File: config.mk
export PLATFORM = sky130hd
export DESIGN_NAME = router_vc_fifo
export DESIGN_NICKNAME = d
export VERILOG_FILES = /design/src/rtl/router_vc_fifo.sv
export SDC_FILE = /design/constraint.sdc
export NUM_CORES = 1
export LEC_CHECK = 0
export ABC_AREA = 1
export CAP_MARGIN = 5
export CORE_MARGIN = 1.5
export CORE_UTILIZATION = 56
export DETAILED_ROUTE_END_ITERATION = 12
export PLACE_DENSITY = 0.71
export SLEW_MARGIN = 20
export SYNTH_ARGS = -nofsm -noshare
export SYNTH_HDL_FRONTEND = slang
export SYNTH_SLANG_ARGS = --single-unit
File: constraint.sdc
create_clock -name clk -period 2.25 [get_ports clk]
set_input_delay 0.3375 -clock clk [delete_from_list [all_inputs] [get_ports clk]]
set_output_delay 0.3375 -clock clk [all_outputs]
set_load 0.01 [all_outputs]
File: src/rtl/router_vc_fifo.sv
// router_vc_fifo: multi-VC entry FIFO between the input port parser and the
// crossbar arbiter. Each VC holds DEPTH entries of WIDTH units. The writer fills
// the open entry unit by unit and commits it. The reader addresses units inside
// the head entry and pops it when done. Occupancy flags are decoded from the
// per-VC wrap-bit pointers.
module router_vc_fifo #(
  parameter int NUM_VC    = 2,
  parameter int VC_SZ     = 1,
  parameter int DEPTH     = 4,
  parameter int PTR_SZ    = 2,
  parameter int WIDTH     = 11,
  parameter int UWIDTH    = 8,
  parameter int PTR_IN_SZ = 4,
  parameter int AFULL_TH  = 3
) (
  input  logic                         clk,
  input  logic                         rst,
  input  logic [VC_SZ-1:0]             wvc,
  input  logic                         wr_en,
  input  logic [PTR_IN_SZ-1:0]         waddr_in,
  input  logic [UWIDTH-1:0]            wdata,
  input  logic                         wcommit,
  input  logic [VC_SZ-1:0]             rvc,
  input  logic [PTR_IN_SZ-1:0]         raddr_in,
  input  logic                         rinc,
  output logic [UWIDTH-1:0]            rdata,
  output logic [NUM_VC-1:0]            wfull,
  output logic [NUM_VC-1:0]            rempty,
  output logic [NUM_VC-1:0]            afull,
  output logic [NUM_VC*(PTR_SZ+1)-1:0] count,
  output logic                         ovf,
  output logic                         udf
);

  localparam int CW = PTR_SZ + 1;
  localparam logic [CW-1:0] PTR_ONE = CW'(1);
  localparam logic [CW-1:0] AFULL_CMP = CW'(AFULL_TH);
  localparam logic [PTR_IN_SZ:0] WIDTH_CMP = (PTR_IN_SZ + 1)'(WIDTH);

  // Per-VC pointers: low PTR_SZ bits select the slot, MSB is the wrap bit
  logic [CW-1:0] wptr [NUM_VC];
  logic [CW-1:0] rptr [NUM_VC];
  logic [CW-1:0] vc_count [NUM_VC];

  // Entry storage, deliberately left without reset
  logic [UWIDTH-1:0] mem [NUM_VC][DEPTH][WIDTH];

  logic waddr_ok;
  logic raddr_ok;
  logic wr_ok;
  logic wcommit_ok;
  logic rinc_ok;
  logic ovf_next;
  logic udf_next;

  // Occupancy decode, purely from the registered pointers
  for (genvar g = 0; g < NUM_VC; g++) begin : g_vc_flags
    assign vc_count[g] = wptr[g] - rptr[g];
    assign rempty[g]   = (wptr[g] == rptr[g]);
    assign wfull[g]    = (wptr[g][PTR_SZ] != rptr[g][PTR_SZ]) &&
                         (wptr[g][PTR_SZ-1:0] == rptr[g][PTR_SZ-1:0]);
    assign afull[g]    = (vc_count[g] >= AFULL_CMP);
    assign count[g*CW +: CW] = vc_count[g];
  end

  assign waddr_ok = ({1'b0, waddr_in} < WIDTH_CMP);
  assign raddr_ok = ({1'b0, raddr_in} < WIDTH_CMP);

  // Full/empty checks use pre-edge state, so a same-cycle pop never frees room
  // for a write or commit on the same VC.
  assign wr_ok      = wr_en && !wfull[wvc] && waddr_ok;
  assign wcommit_ok = wcommit && !wfull[wvc];
  assign rinc_ok    = rinc && !rempty[rvc];
  assign ovf_next   = (wr_en || wcommit) && wfull[wvc];
  assign udf_next   = rinc && rempty[rvc];

  // Pointer advance on accepted commit and pop; reset discards every entry
  always_ff @(posedge clk or posedge rst) begin
    if (rst) begin
      for (int k = 0; k < NUM_VC; k++) begin
        wptr[k] <= '0;
        rptr[k] <= '0;
      end
    end else begin
      if (wcommit_ok) begin
        wptr[wvc] <= wptr[wvc] + PTR_ONE;
      end
      if (rinc_ok) begin
        rptr[rvc] <= rptr[rvc] + PTR_ONE;
      end
    end
  end

  // Unit write into the open slot of the selected VC
  always_ff @(posedge clk) begin
    if (wr_ok && !rst) begin
      mem[wvc][wptr[wvc][PTR_SZ-1:0]][waddr_in] <= wdata;
    end
  end

  // Registered read of the head entry plus the one-cycle error pulses
  always_ff @(posedge clk or posedge rst) begin
    if (rst) begin
      rdata <= '0;
      ovf   <= 1'b0;
      udf   <= 1'b0;
    end else begin
      rdata <= raddr_ok ? mem[rvc][rptr[rvc][PTR_SZ-1:0]][raddr_in] : '0;
      ovf   <= ovf_next;
      udf   <= udf_next;
    end
  end

endmodule

**Run 1: signal metal coverage by tile**

24 x 24 tiles, from dark blue (low) to red (high), scaled to the fullest tile. Values are wire area over tile area, all layers added.
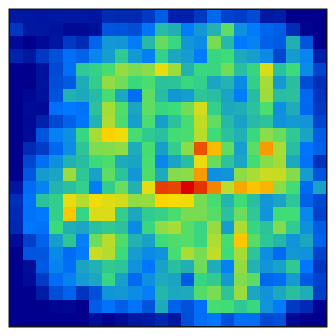
fullest tile: 0.71
tiles over half the peak: 24%
emptiest ninth of the die: upper left
densest ninth of the die: centre
mean over tiles: 0.25
total track usage: 0.285
total wire length: 80800 um

**Run 1: placed cells, one colour a class**

Fill, decap, tap and diode cells in grey.
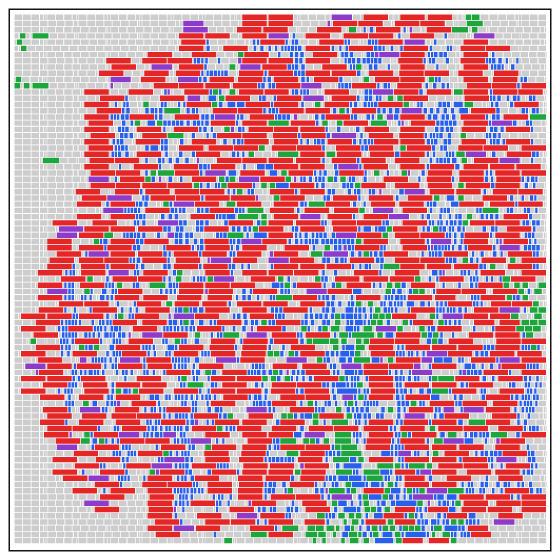
[green] remaining buffers and delay cells | cells: 310 | share of their area: 8.6%
[purple] clock drivers and dummy loads | cells: 131 | share of their area: 6.6%
[blue] combinational and other logic | cells: 1819 | share of their area: 23%
[red] sequential cells | cells: 726 | share of their area: 62%
final core utilization: 0.673
Core Area: 0.0537 sq mm

**Run 1: power grid**

Scale bar: 50 um. Pins as bars on the die edge. Tap cells in grey.
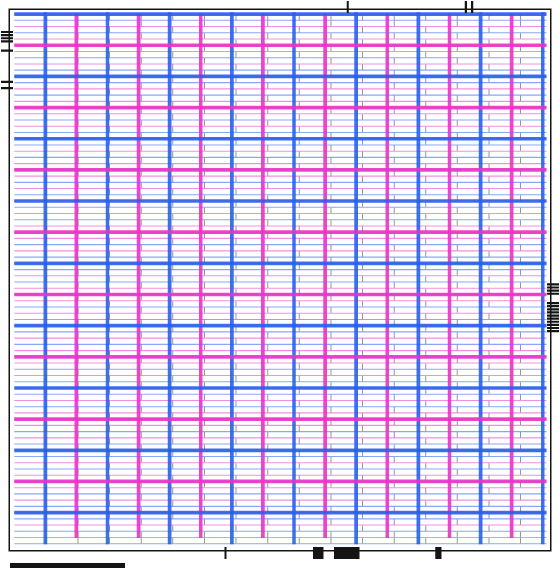
[blue] VSS
[magenta] VDD
met4 straps: 17
met1 rails: 86
signal pins: 45
worst vdd ir: 629 uV
Die Ht: 236 um
die width: 236 um

==> flow_summary.json, run 1 <==
{
  "cpMaxStageDelayCell": "fa_2",
  "setup_slack_ns": -0.140,
  "antenna_found_initial": 0,
  "layout-drive-gt1-share": 0.168,
  "ctsHoldBuffers": 2,
  "use_met3": 0.0468,
  "initCoreUtil": 0.565,
  "worstPathMaxFanout": 2,
  "cts_setup_buffers": 2,
  "cts.clk_slew.worst_paths_ns": 0.06,
  "ys_seq_frac": 0.715,
  "status": "complete, but fails checks",
  "dp.cells": 3533,
  "met2_length_um": 38200,
  "setup_viol_count_final": 11,
  "largest_register_ffs": 704,
  "post_cts_resized": 100,
  "ios": 45,
  "gp_congestion": 0.984,
  "globalRoute.busiestLayer": "met2",
  "via_per_inst": 5.87,
  "path_common_cell": "inv_2",
  "synth.cellmix.compoundShare": 0.0107,
  "violations": "setup timing",
  "final_cell_area_sq_mm": 0.0361,
  "avgSynthCellArea_sq_um": 11.2
}
**Run 1: placed standard cells**

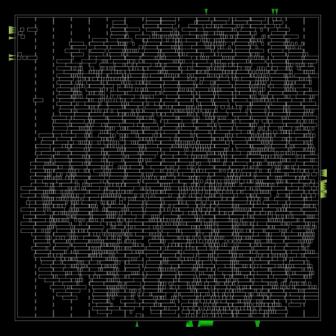

==> run 2: changes to the inputs <==
- CELL_PAD_IN_SITES_DETAIL_PLACEMENT: default -> 0
- CELL_PAD_IN_SITES_GLOBAL_PLACEMENT: default -> 2
- CORE_UTILIZATION: 56 -> 39
- PLACE_DENSITY: 0.71 -> 0.72
- REMOVE_ABC_BUFFERS: default -> 1
**Run 2: placed standard cells**

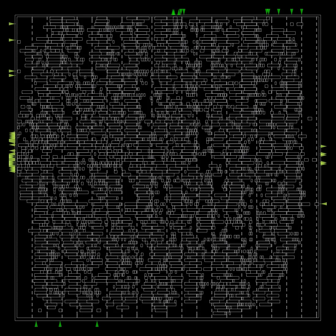
seq_cells: 726
Core Area: 0.0772 sq mm
Site Rows: 102
Post-Layout Cell Count: 4031
final-layout fill cell count: 7004

==> run 2 against run 1 <==
Net effect: the flow still finishes with violations (setup timing); synthesized cell count is the same; register-to-register slack better by 0.05 ns; clock power rose by 8%; non-clock buffer count shrank 1; critical path depth stayed put; critical path type unchanged; largest cell class unchanged.
==> flow_summary.json, run 2 <==
{
  "use_met3": 0.0331,
  "grtUsageMet2": 0.371,
  "top_power_group": "registers",
  "initCoreUtil": 0.393,
  "synth_cell_types": 26,
  "antenna_found_initial": 1,
  "violations": "setup timing",
  "ctsHoldBuffers": 0,
  "path_common_cell": "inv_2",
  "avgSynthCellArea_sq_um": 11.2,
  "gp_congestion": 0.844,
  "fp.dieH_um": 282,
  "chipArea_sq_mm": 0.0794,
  "synthMuxAreaShare": 0,
  "combPwrFrac": 0.239,
  "cpMaxStageDelayCell": "fa_2",
  "ys_seq_frac": 0.715,
  "cts_setup_buffers": 3,
  "met2_length_um": 43200,
  "synth.cellmix.compoundShare": 0.0107,
  "ys_warn_count": 0,
  "post-route-util": 0.480,
  "largest_register_ffs": 704,
  "clock_buffers": 93,
  "drt_wl_total_um": 91700,
  "power_switching_uw": 10800,
  "final_cell_area_sq_mm": 0.0370,
  "vdd_drop_max_uv": 918,
  "hold_viol_final": 0,
  "via_per_inst": 5.14,
  "pg_seq_uw": 15100,
  "sw_frac_of_total": 0.293,
  "comb_area_share": 0.218,
  "powerDensity_mw_per_mm2": 996,
  "ys_cells": 2707,
  "globalRoute.busiestLayer": "met2",
  "post_cts_resized": 75,
  "setup_slack_ns": -0.0968,
  "track_usage": 0.230,
  "grt_first_pass_wirelength_um": 132000,
  "worstPathMaxFanout": 2,
  "cts.clk_slew.worst_paths_ns": 0.06,
  "layout-drive-gt1-share": 0.171,
  "status": "complete, but fails checks",
  "dp.cells": 3880,
  "setup_viol_count_final": 2,
  "synth_top_cell_by_area": "edfxtp_1",
  "die_w_um": 282,
  "cp.required_ns": 1.91,
  "drcViolationCount": 0
}
**Run 2: nets reached from selected ports**

Scale bar: 100 um.
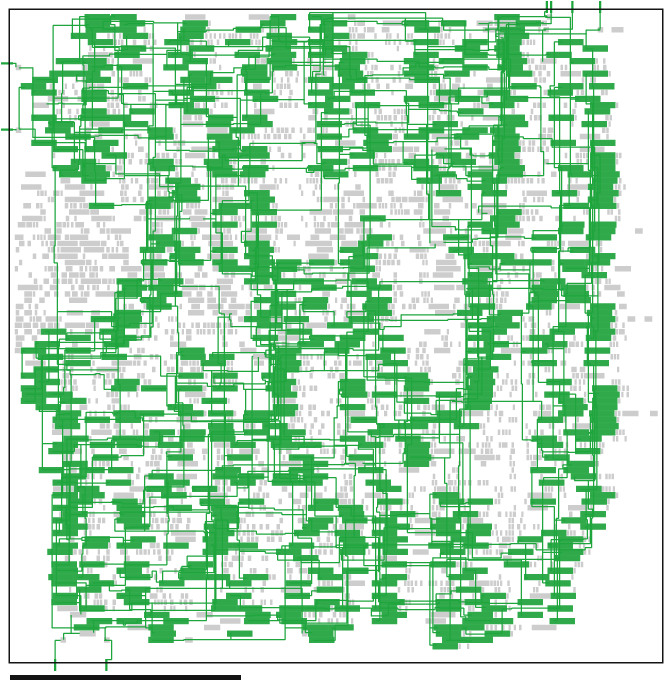
[green] `wdata` | direction: input | edge: 4 top, 2 bottom, 2 left | end cells: 704 | wire: 18700 um
PortBufs: 44
Top Ports: 45

No activity file was given, so power comes from the tool's default toggle rates.
